Run 1, PDN straps and rails:
Scale bar: 20 um. Pins as bars on the die edge.
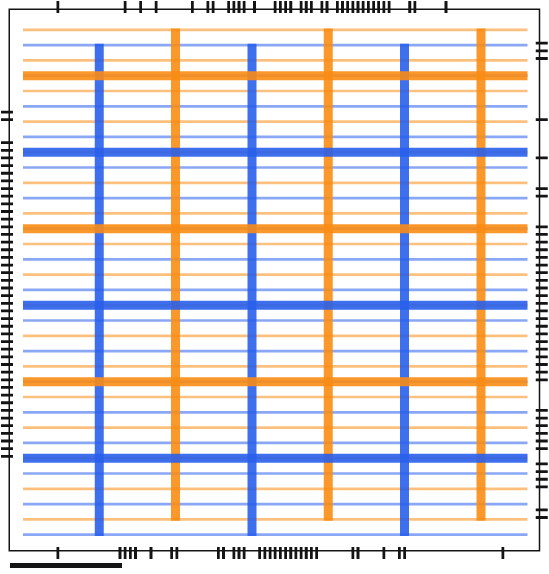
Run 1, cell classes on the final placement:
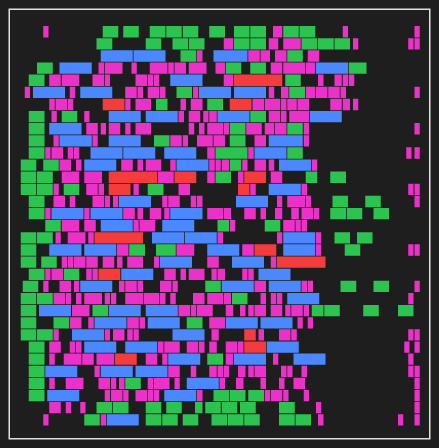
Run 1, routed clock nets over the placement:
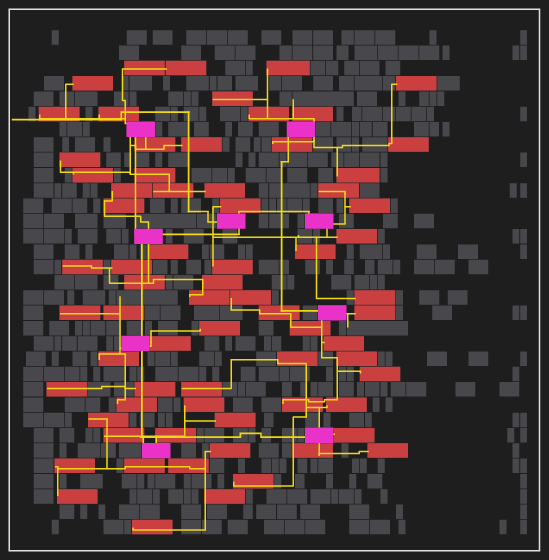
Design match_req_dispatch, sky130hd; sources not shown.
==> GITHUB_STEP_SUMMARY, run 1 <==
## Implementation flow summary

| Metric | Value |
|---|---|
| Status | complete, no violations |
| Cell Type Count | 31 |
| Largest power group | sequential cells |
| P_leak | 1.90 nW |
| Post-CTS Setup Repair Bufs | 0 |
| Post-synth area hogs | dfxtp_1, nand2_1, a21boi_0 |
| Final ANT Viol Nets | 0 |
| Synth Area per Inst | 8.25 um2 |
| Slew headroom | 56.1% |
| Post-synth top flop | dfxtp_1 |
| Largest net degree at the start of global routing | 66 |
| DRC viols | 0 |
| Slowest CP cell | clkdlybuf4s50_1 |
| # Cells Yosys | 432 |
| Dpl cells | 630 |
| Layout Cells excl Fill | 645 |
| Switch share | 27.1% |
| Int Pwr | 2.27 mW |
| Post-CTS sizing | 0 |
| Met3 Wirelength | 580 um |
| CTS clk-pin slew, worst paths | 70 ps |
| WP data required | 2120 ps |
| Yosys top cell by instances | nand2_1 |
| Synthesis-to-finish area growth | 36.3% |
| Register share after synthesis | 39.3% |
| R2r setup slk | 740 ps |
| Total number of vias | 3174 |
| Top cells by count, synth | nand2_1, dfxtp_1, a21boi_0 |
| Most repeated library cell on the critical path | clkdlybuf4s50_1 |
| Init Core Util | 44.3% |
| Tmin final | 2380 ps |
| Top Layout Cells | nand2_1, clkdlybuf4s50_1, dfxtp_1, a21boi_0, conb_1 |
| Clk root buf | clkbuf_8 |
| Vias in the first global route | 2888 |
| Number of flip-flops under the largest register name | 64 |
| Hold Slack | 454 ps |
| Crit path capture type | output pin |
| Worst Path Max Fanout | 8 |
| PortBufs | 116 |
| Met2 GRT Util | 32.2% |
| HP Class | register to register |
| Yosys stat chip area | 0.00357 mm2 |
| Power per cell area | 641 mW/mm2 |
| Final setup vio count | 0 |
| Max cap viols | 0 |
| Ant diodes | 0 |
| First-pass GRT wire length | 13800 um |
Notes on 'PDN straps and rails' above:
- VDD: orange
- VSS: blue
- met1 rails: 34
- signal pins: 150
- met5 straps: 6
- rows: 33
peak supply drop: 0.371 mV
Die H: 96 um
area of the core: 0.00805 mm2
Die X: 94 um

Notes on 'cell classes on the final placement' above:
- flops: blue (cells 70; share of their area 30%)
- clock drivers and dummy loads: red (cells 15; share of their area 5.5%)
- combinational and other logic: magenta (cells 332; share of their area 39%)
- other buffers and delay cells: green (cells 123; share of their area 26%)
Final Instance Area: 0.00486 mm2
utilization after layout: 60.4%
flop share of the area: 28.9%

Notes on 'routed clock nets over the placement' above:
- flip-flops: red (count 70)
- clock drivers: magenta (count 9)
- clock wires: yellow (length 864 um)
- routed clock nets: 10
Clock Power: 1.19 mW
Worst Skew: 6.57 ps
Clock Latency Late Sink: 350 ps

run 1: kinds of logic (layout without fill, tap and decap cells):
| logic type | Yosys count | count (layout) | synth area share, % |
|---|---|---|---|
| adders and majority gates | 1 | 1 | 0.281 |
| and+or+nand+nor | 167 | 167 | 19.0 |
| buffers and inverters | 66 | 142 | 12.9 |
| other | 1 | 33 | 0.105 |
| DFF | 70 | 70 | 39.3 |
| AOI/OAI and AO/OA | 95 | 95 | 18.9 |
| muxes | 32 | 32 | 9.54 |
run 1: area by class of cell:
cell class | count | area, um2
clock inverter | 6 | 135
sequential | 70 | 1400
fill | 692 | 3190
clock buffer | 9 | 124
inverter | 4 | 15.0
timing repair buffer | 123 | 1230
multi-input combinational | 328 | 1820
tap | 105 | 131
==> inputs of run 2 (changes only) <==
--- a/config.mk
+++ b/config.mk
@@ -6,11 +6,11 @@
 export NUM_CORES = 1
 export LEC_CHECK = 0
 export CAP_MARGIN = 20
-export CORE_AREA = 2 2 92 94
+export CORE_AREA = 2 2 88 90
 export CTS_CLUSTER_DIAMETER = 50
 export DETAILED_ROUTE_END_ITERATION = 8
-export DIE_AREA = 0 0 94 96
-export PLACE_DENSITY = 0.83
+export DIE_AREA = 0 0 90 92
+export DONT_BUFFER_PORTS = 1
 export SLEW_MARGIN = 20
 export SYNTH_ARGS = -nofsm -noshare
 export SYNTH_HDL_FRONTEND = slang
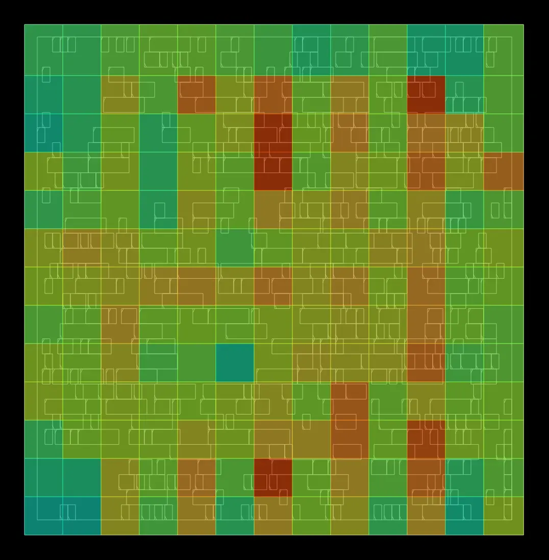
Run 2: track usage over the die
met3 Use GR: 5.34%
GR Util All Layers: 20.4%

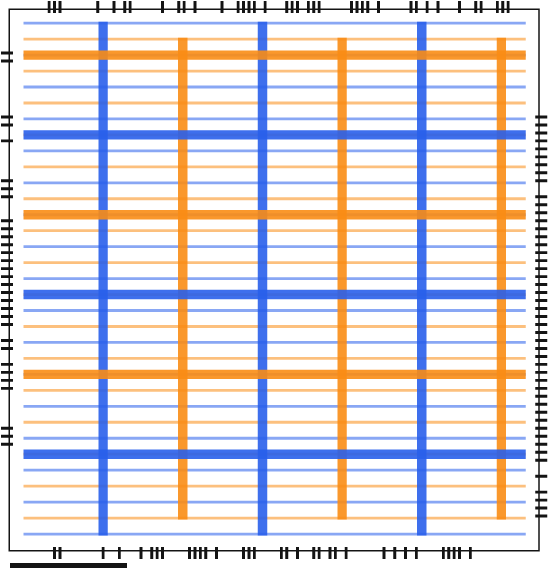
Run 2: PDN straps and rails
Scale bar: 20 um. Pins as bars on the die edge.
- VDD: orange
- VSS: blue
- met5 straps: 6
- met1 rails: 33
- met4 straps: 6
- signal pins: 150
- rows: 32
Die X: 90 um
area of the core: 0.00745 mm2

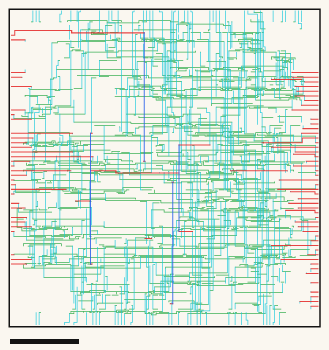
Run 2: signal wires by layer
Scale bar: 20 um.
- metal 2: cyan (wire length 3610 um)
- metal 1: green (wire length 4150 um)
- metal 3: red (wire length 552 um)
- metal 4: blue (wire length 136 um)
WL per Instance: 15.6 um
total number of vias: 2689
DRT Wirelength: 8440 um

==> GITHUB_STEP_SUMMARY, run 2 <==
## Implementation flow summary

| Metric | Value |
|---|---|
| Status | complete, no violations |
| Top cells by count, synth | nand2_1, dfxtp_1, a21boi_0 |
| Dpl cells | 527 |
| Max layer used | met4 |
| PortBufs | 0 |
| First-pass GRT wire length | 13100 um |
| Yosys stat chip area | 0.00357 mm2 |
| DRC viols | 0 |
| Site Rows | 32 |
| # Taps | 102 |
| Ant diodes | 0 |
| #MultiIn Comb | 328 |
| Cell Type Count | 31 |
| Largest class | logic gates |
| Dpl cell area | 0.00355 mm2 |
| Logic area | 0.00182 mm2 |
| Fraction of area in multi-input gates | 49.0% |
| # Cells Yosys | 432 |
| Critical path class | register to output pin |
| Post-CTS sizing | 0 |
| Register share after synthesis | 39.3% |
| Clock Latency Late Sink | 340 ps |
| Number of non-clock buffers | 23 |
| Setup ws final | 594 ps |
| Init Core Util | 47.9% |
| Post-CTS Hold Buffers | 0 |
| Post-CTS Setup Repair Bufs | 0 |
| Tmin final | 1910 ps |
| Peak supply drop | 0.296 mV |
| Post-synth area hogs | dfxtp_1, nand2_1, a21boi_0 |
| RSZ-0062 raised after global routing | no |
| P_leak | 1.49 nW |
| Clk tree area frac | 4.51% |
| Hold Slack | 151 ps |
| Max cap viols | 0 |
| Signal buf overhead | 4.98% |
| Power per cell area | 679 mW/mm2 |
| Vias in the first global route | 2568 |
| Final Instance Area | 0.00372 mm2 |
| Synth Area per Inst | 8.25 um2 |
| Largest power group | sequential cells |
| Non-clk invs | 4 |
| Fill cells | 786 |
| Number of clock buffers in the layout | 14 |
| Final setup vio count | 0 |
| Top Layout Cells | nand2_1, dfxtp_1, a21boi_0, conb_1, buf_4 |
| Int Pwr | 1.76 mW |
| Flop area | 0.00140 mm2 |
| Crit path capture type | output pin |
| Met3 Wirelength | 551 um |
| HP Class | input pin to register |
| Post-synth top flop | dfxtp_1 |
| Flop share of the area | 37.7% |
| Synthesis-to-finish area growth | 4.35% |
| WP data required | 2120 ps |
| Yosys top cell by instances | nand2_1 |
| Initial antenna violation count | 0 |
| R2r setup slk | 990 ps |
| Slowest CP cell | mux2_2 |
| Utilization after layout | 50.0% |
| Worst Skew | 11.5 ps |
| Delay-heaviest family, CP | multiplexers |
| Layout Cells excl Fill | 542 |
| Largest net degree at the start of global routing | 71 |
| Clock Power | 805 uW |
| Final ANT Viol Nets | 0 |
| Seq cells | 70 |
| Clk root buf | clkbuf_8 |
| Worst Path Max Fanout | 17 |
| CTS clk-pin slew, worst paths | 70 ps |
run 2: logic make-up after synthesis:
| kind of cell | count (synthesis) | share of synthesized area [%] |
|---|---|---|
| other | 1 | 0.105 |
| DFF | 70 | 39.3 |
| buffers and inverters | 66 | 12.9 |
| and+or+nand+nor | 167 | 19.0 |
| adders and majority gates | 1 | 0.281 |
| AOI/OAI and AO/OA | 95 | 18.9 |
| muxes | 32 | 9.54 |
run 2: metal layers:
| layer | global-route usage [%] | vias to the layer above |
|---|---|---|
| met5 | 0 | - |
| met4 | 8.85 | 0 |
| met3 | 5.34 | 11 |
| met2 | 30.2 | 93 |
| met1 | 28.1 | 1231 |
| li1 | - | 1354 |
Power and IR drop assume default switching activity.
